==> src/rtl/fpmul_pkg.sv <==
// Shared definitions for the binary32 multiplier issue controller:
// FSM encoding, operand class codes and out_flags bit positions.
package fpmul_pkg;

   typedef enum logic [1:0] {
      IDLE = 2'd0,
      WAIT = 2'd1,
      HOLD = 2'd2
   } state_t;

   typedef enum logic [2:0] {
      CLS_ZERO = 3'd0,
      CLS_SUBN = 3'd1,
      CLS_NORM = 3'd2,
      CLS_INF  = 3'd3,
      CLS_QNAN = 3'd4,
      CLS_SNAN = 3'd5
   } fp_class_t;

   localparam int FP_W  = 32;
   localparam int CNT_W = 4;

   localparam int FLAG_ZERO    = 0;
   localparam int FLAG_INF     = 1;
   localparam int FLAG_NAN     = 2;
   localparam int FLAG_INVALID = 3;

endpackage

==> src/rtl/fp_classify.sv <==
// Classifies one binary32 value; subnormals are reported as SUBN, never ZERO.
module fp_classify
   import fpmul_pkg::*;
(
   input  logic [FP_W-1:0] x,
   output fp_class_t       cls
);

   logic [7:0]  expo;
   logic [22:0] frac;

   assign expo = x[30:23];
   assign frac = x[22:0];

   always_comb begin
      cls = CLS_NORM;
      if (expo == 8'h00) begin
         cls = (frac == 23'd0) ? CLS_ZERO : CLS_SUBN;
      end else if (expo == 8'hFF) begin
         if (frac == 23'd0)  cls = CLS_INF;
         else if (frac[22])  cls = CLS_QNAN;
         else                cls = CLS_SNAN;
      end
   end

endmodule

==> src/rtl/fpmul_issue_ctrl.sv <==
// Issue/handshake controller around an external fixed-latency binary32 multiplier;
// holds operands stable, captures the product and its exception flags.
module fpmul_issue_ctrl
   import fpmul_pkg::*;
#(
   parameter int unsigned MUL_LAT = 2
) (
   input  logic            clk,
   input  logic            rst,
   input  logic            in_valid,
   output logic            in_ready,
   input  logic [FP_W-1:0] in_a,
   input  logic [FP_W-1:0] in_b,
   output logic [FP_W-1:0] mul_a,
   output logic [FP_W-1:0] mul_b,
   input  logic [FP_W-1:0] mul_z,
   output logic            out_valid,
   input  logic            out_ready,
   output logic [FP_W-1:0] out_z,
   output logic [3:0]      out_flags
);

   localparam logic [CNT_W-1:0] CNT_INIT = CNT_W'(MUL_LAT - 1);

   state_t           state, state_nxt;
   logic [CNT_W-1:0] cnt;
   logic             rdy_en;
   logic             accept;
   logic             capture;
   fp_class_t        cls_a, cls_b;

   fp_classify u_cls_a (.x(mul_a), .cls(cls_a));
   fp_classify u_cls_b (.x(mul_b), .cls(cls_b));

   function automatic logic [3:0] calc_flags(input fp_class_t ca, input fp_class_t cb,
                                             input logic [FP_W-1:0] z);
      logic [3:0] f;
      logic       inf_zero;
      inf_zero = ((ca == CLS_INF) && (cb == CLS_ZERO)) || ((ca == CLS_ZERO) && (cb == CLS_INF));
      f = '0;
      f[FLAG_INVALID] = (ca == CLS_SNAN) || (cb == CLS_SNAN) || inf_zero;
      f[FLAG_NAN]     = (ca == CLS_QNAN) || (ca == CLS_SNAN) ||
                        (cb == CLS_QNAN) || (cb == CLS_SNAN) || inf_zero;
      f[FLAG_INF]     = (((ca == CLS_INF) || (cb == CLS_INF)) && !f[FLAG_NAN]) ||
                        ((z[30:23] == 8'hFF) && (z[22:0] == 23'd0));
      f[FLAG_ZERO]    = (z[30:0] == 31'd0);
      return f;
   endfunction

   always_ff @(posedge clk or posedge rst) begin
      if (rst) state <= IDLE;
      else     state <= state_nxt;
   end

   // rdy_en keeps in_ready low until the first edge after reset release
   always_comb begin
      state_nxt = state;
      in_ready  = 1'b0;
      out_valid = 1'b0;
      accept    = 1'b0;
      capture   = 1'b0;
      case (state)
         IDLE: begin
            in_ready = rdy_en;
            if (in_valid && rdy_en) begin
               accept    = 1'b1;
               state_nxt = WAIT;
            end
         end
         WAIT: begin
            if (cnt == '0) begin
               capture   = 1'b1;
               state_nxt = HOLD;
            end
         end
         HOLD: begin
            out_valid = 1'b1;
            if (out_ready) begin
               in_ready = rdy_en;
               if (in_valid && rdy_en) begin
                  accept    = 1'b1;
                  state_nxt = WAIT;
               end else begin
                  state_nxt = IDLE;
               end
            end
         end
         default: state_nxt = IDLE;
      endcase
   end

   always_ff @(posedge clk or posedge rst) begin
      if (rst) begin
         rdy_en    <= 1'b0;
         cnt       <= '0;
         mul_a     <= '0;
         mul_b     <= '0;
         out_z     <= '0;
         out_flags <= '0;
      end else begin
         rdy_en <= 1'b1;
         if (accept) begin
            mul_a <= in_a;
            mul_b <= in_b;
            cnt   <= CNT_INIT;
         end else if ((state == WAIT) && (cnt != '0)) begin
            cnt <= cnt - 1'b1;
         end
         if (capture) begin
            out_z     <= mul_z;
            out_flags <= calc_flags(cls_a, cls_b, mul_z);
         end
      end
   end

endmodule

==> config.mk <==
export PLATFORM = sky130hd
export DESIGN_NAME = fpmul_issue_ctrl
export DESIGN_NICKNAME = d
export VERILOG_FILES = /design/src/rtl/fpmul_pkg.sv /design/src/rtl/fp_classify.sv /design/src/rtl/fpmul_issue_ctrl.sv
export SDC_FILE = /design/constraint.sdc
export NUM_CORES = 1
export LEC_CHECK = 0
export ABC_AREA = 1
export CAP_MARGIN = 5
export CELL_PAD_IN_SITES_DETAIL_PLACEMENT = 1
export CELL_PAD_IN_SITES_GLOBAL_PLACEMENT = 2
export CORE_MARGIN = 5
export CORE_UTILIZATION = 23
export CTS_BUF_LIST = sky130_fd_sc_hd__clkbuf_16
export DETAILED_ROUTE_END_ITERATION = 7
export GPL_ROUTABILITY_DRIVEN = 1
export MAX_ROUTING_LAYER = met4
export PLACE_DENSITY_LB_ADDON = 0.15
export SETUP_SLACK_MARGIN = 0.15
export SYNTH_ARGS = -nofsm -noshare
export SYNTH_HDL_FRONTEND = slang
export SYNTH_SLANG_ARGS = --single-unit
==> constraint.sdc <==
create_clock -name clk -period 4.39 [get_ports clk]
set_clock_uncertainty 0.05 [all_clocks]
set_input_delay 0.878 -clock clk [delete_from_list [all_inputs] [get_ports clk]]
set_output_delay 0.878 -clock clk [all_outputs]
set_load 0.005 [all_outputs]
==> qor.yml <==
crit_fanout: 2
whs_ns: 0.425
rsz0062_at_grt: "false"
hold_path.class: "flip-flop to flip-flop"
worst_pin_slew_ns: 0.931
dieArea_sq_mm: 0.0229
synth.yosys.num_cells: 557
syn_nets: 658
p_seq_share_pct: 39.8
mostFrequentLayoutCells: "nand2_1 (255), clkdlybuf4s50_1 (201), dfrtp_1 (107), nor2_1 (48), inv_1 (40)"
drv_cap: 0
hold_viol: 0
top_regs: "mul_a (32), mul_b (32), out_z (32)"
dp_slack_ns: 1.38
r2r_cells: 8
via_per_inst: 4.18
power_frac_comb_pct: 43.3
cts_tree: "yes"
hold_depth: 2
grt_overflow: 0
clock_latency_ns: 0.35
layout-drive-gt1-share_pct: 4.37
grt_max_degree: 64
drc: 0
timing.rr.start: "cnt[1]"
finalWeightedCongestion: 0.735
fin_cells: 1022
p_leak_nw: 3.31
fmax_mhz: 332
yosys_area_sq_mm: 0.00459
clock_sinks: 107
root_buffer: "clkbuf_16"
maxSlewHeadroom_pct: 37.8
cts_hold_buffers: 0
io_pins: 202
synth.area.top_cells: "dfrtp_1 (58%), nand2_1 (21%), nor2_1 (3.9%)"
final_antenna_net_count: 0
path_class: "input port to output pin"
ys_ff: 107
openroad.warnings: 26
worstPathRequired_ns: 3.46
setup_viol: 0
post_cts_buffers: 0
cts_max_level: 3
mostFrequentLayoutCell: "nand2_1"
r2r-end: "out_flags[0]"
synth_top_area_share_pct: 58.4
dp_hpwl_mm: 11.8
crit_path_end: "in_ready"
grt_pass1_wl_mm: 24.6
yosys_warnings: 0
ir_drop_mv: 0.209
p_sw_mw: 1.62
postSynthSeqShare_pct: 58.4
r2r_slack_ns: 2.12
min_to: "out_z[17]"
hold_path_startpoint: "out_z[17]"
synth_cells: 557
placedCellCount: 1005
firstDrtPassIters: 4
avgSynthCellArea_sq_um: 8.23
setup_tns_ns: 0
wl_per_cell_microns: 15.4
worst_ep_arrival_time_ns: 2.09
synth_area_sq_mm: 0.00459
synth_cell_types: 26
cts.clk_slew.worst_paths_ns: 0.07
portBuffers: 201
crit_path_start: "out_ready"
p_sw_share_pct: 35.1
internal-power_mw: 3.00
min_period_ns: 3.01
first_global_vias: 4619
end_kind: "output pin"
power.total_mw: 4.62
nets: 852
die_x_microns: 151
placed_area_sq_mm: 0.00682
die_y_microns: 151
cts_max_path_buffers: 2
drt_iter0_drc: 147
start_kind: "input port"
status: "completed"
antenna_found_initial: 1
slew_viol_final: 0
[power by group through the flow]
stage	combinational, mW	clock [mW]	sequential, mW
global placement	2.00	0	1.84
detailed placement	2.05	0	1.86
CTS	2.06	0.816	1.85
floorplan	0.764	0	1.83
global route	2.22	0.856	1.92
finish	2.00	0.779	1.84
[Yosys cell counts, drive strengths merged]
| cell type | number |
|---|---|
| nand2 | 258 |
| dfrtp | 107 |
| nor2 | 50 |
| inv | 47 |
| o21ai | 37 |
| buf | 17 |
| nand4 | 11 |
| nor3 | 8 |
| nand3 | 7 |
| clkbuf | 4 |
| a21oi | 3 |
| nor4 | 3 |
| conb | 1 |
| ha | 1 |
| o211ai | 1 |
| o22ai | 1 |
| o31ai | 1 |
[cell type report]
class                      count  area (sq um)  share of cell area, %
clock buffer                   9           225                   3.17
multi-input combinational    382          1580                   22.3
tap                          265           332                   4.67
inverter                      47           179                   2.52
antenna                        1          2.50                 0.0353
sequential                   107          2680                   37.7
timing repair buffer         204          2050                   28.8
clock inverter                 7          50.0                  0.705
[metal layers]
metal / global-route usage [%] / wire length (microns)
met5: - / 0
met4: 3.08 / 165
met3: 5.60 / 1210
met2: 23.9 / 7790
met1: 15.9 / 6610
[critical path, stage by stage]
cell	delay, ns
clkdlybuf4s50_1	0.48
o21ai_1	0.09
nor2_2	0.12
clkdlybuf4s50_1	0.52
[kinds of logic (layout without fill, tap and decap cells)]
kind of cell             after synthesis  count (layout)  share of synthesized area [%]
AND-OR/OR-AND                         43              43                           4.83
buffers and inverters                 68             267                           7.07
flip-flops                           107             107                           58.4
adder cells (fa/ha/maj)                1               1                          0.273
other                                  1               2                         0.0818
AND/OR/NAND/NOR                      337             337                           29.4
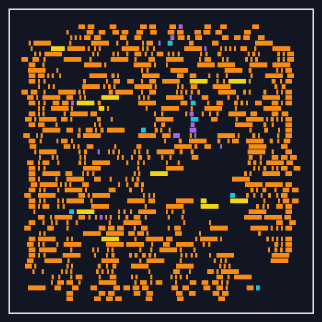
(drive-strength map)
(2 px per micron)
Orange is _0 and _1 cells, cells 723, share 96%. Yellow is _6 and larger, cells 12, share 1.6%. Purple is _2 cells, cells 14, share 1.9%. Cyan is _3 and _4 cells, cells 7, share 0.93%.
nonclk buf count: 204
Post-Layout Inst Area: 0.00710 sq mm
Syn-to-layout area delta: 54.8%
final setup margin: 1.38 ns

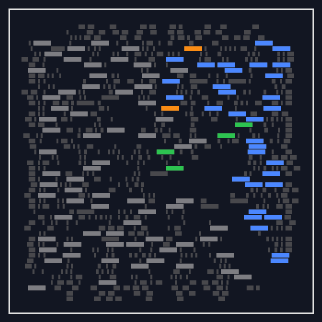
(where the registers sit)
(2 px per micron) Other sequential cells in the stronger gray, the rest of the logic in the fainter gray.
Blue is `out_z`, sequential cells 32. Orange is `state`, sequential cells 2. Green is `out_flags`, sequential cells 4.

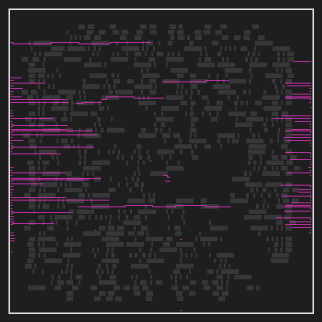
(M3 wires)
(2 px per micron)
The layer carries 1,210 microns of wire. The longest straight run is 49.0 microns. 104 nets have wire on it.
GR Util met3: 5.60%
final wirelength: 15.8 mm
via count: 4,271

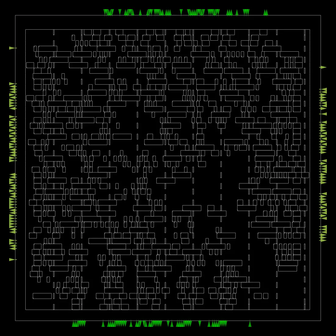
(cell outlines without signal wires)
Fill cells: 2,360
final core occ: 36.3%
core area: 0.0195 sq mm
row count: 51
sequential cells: 107

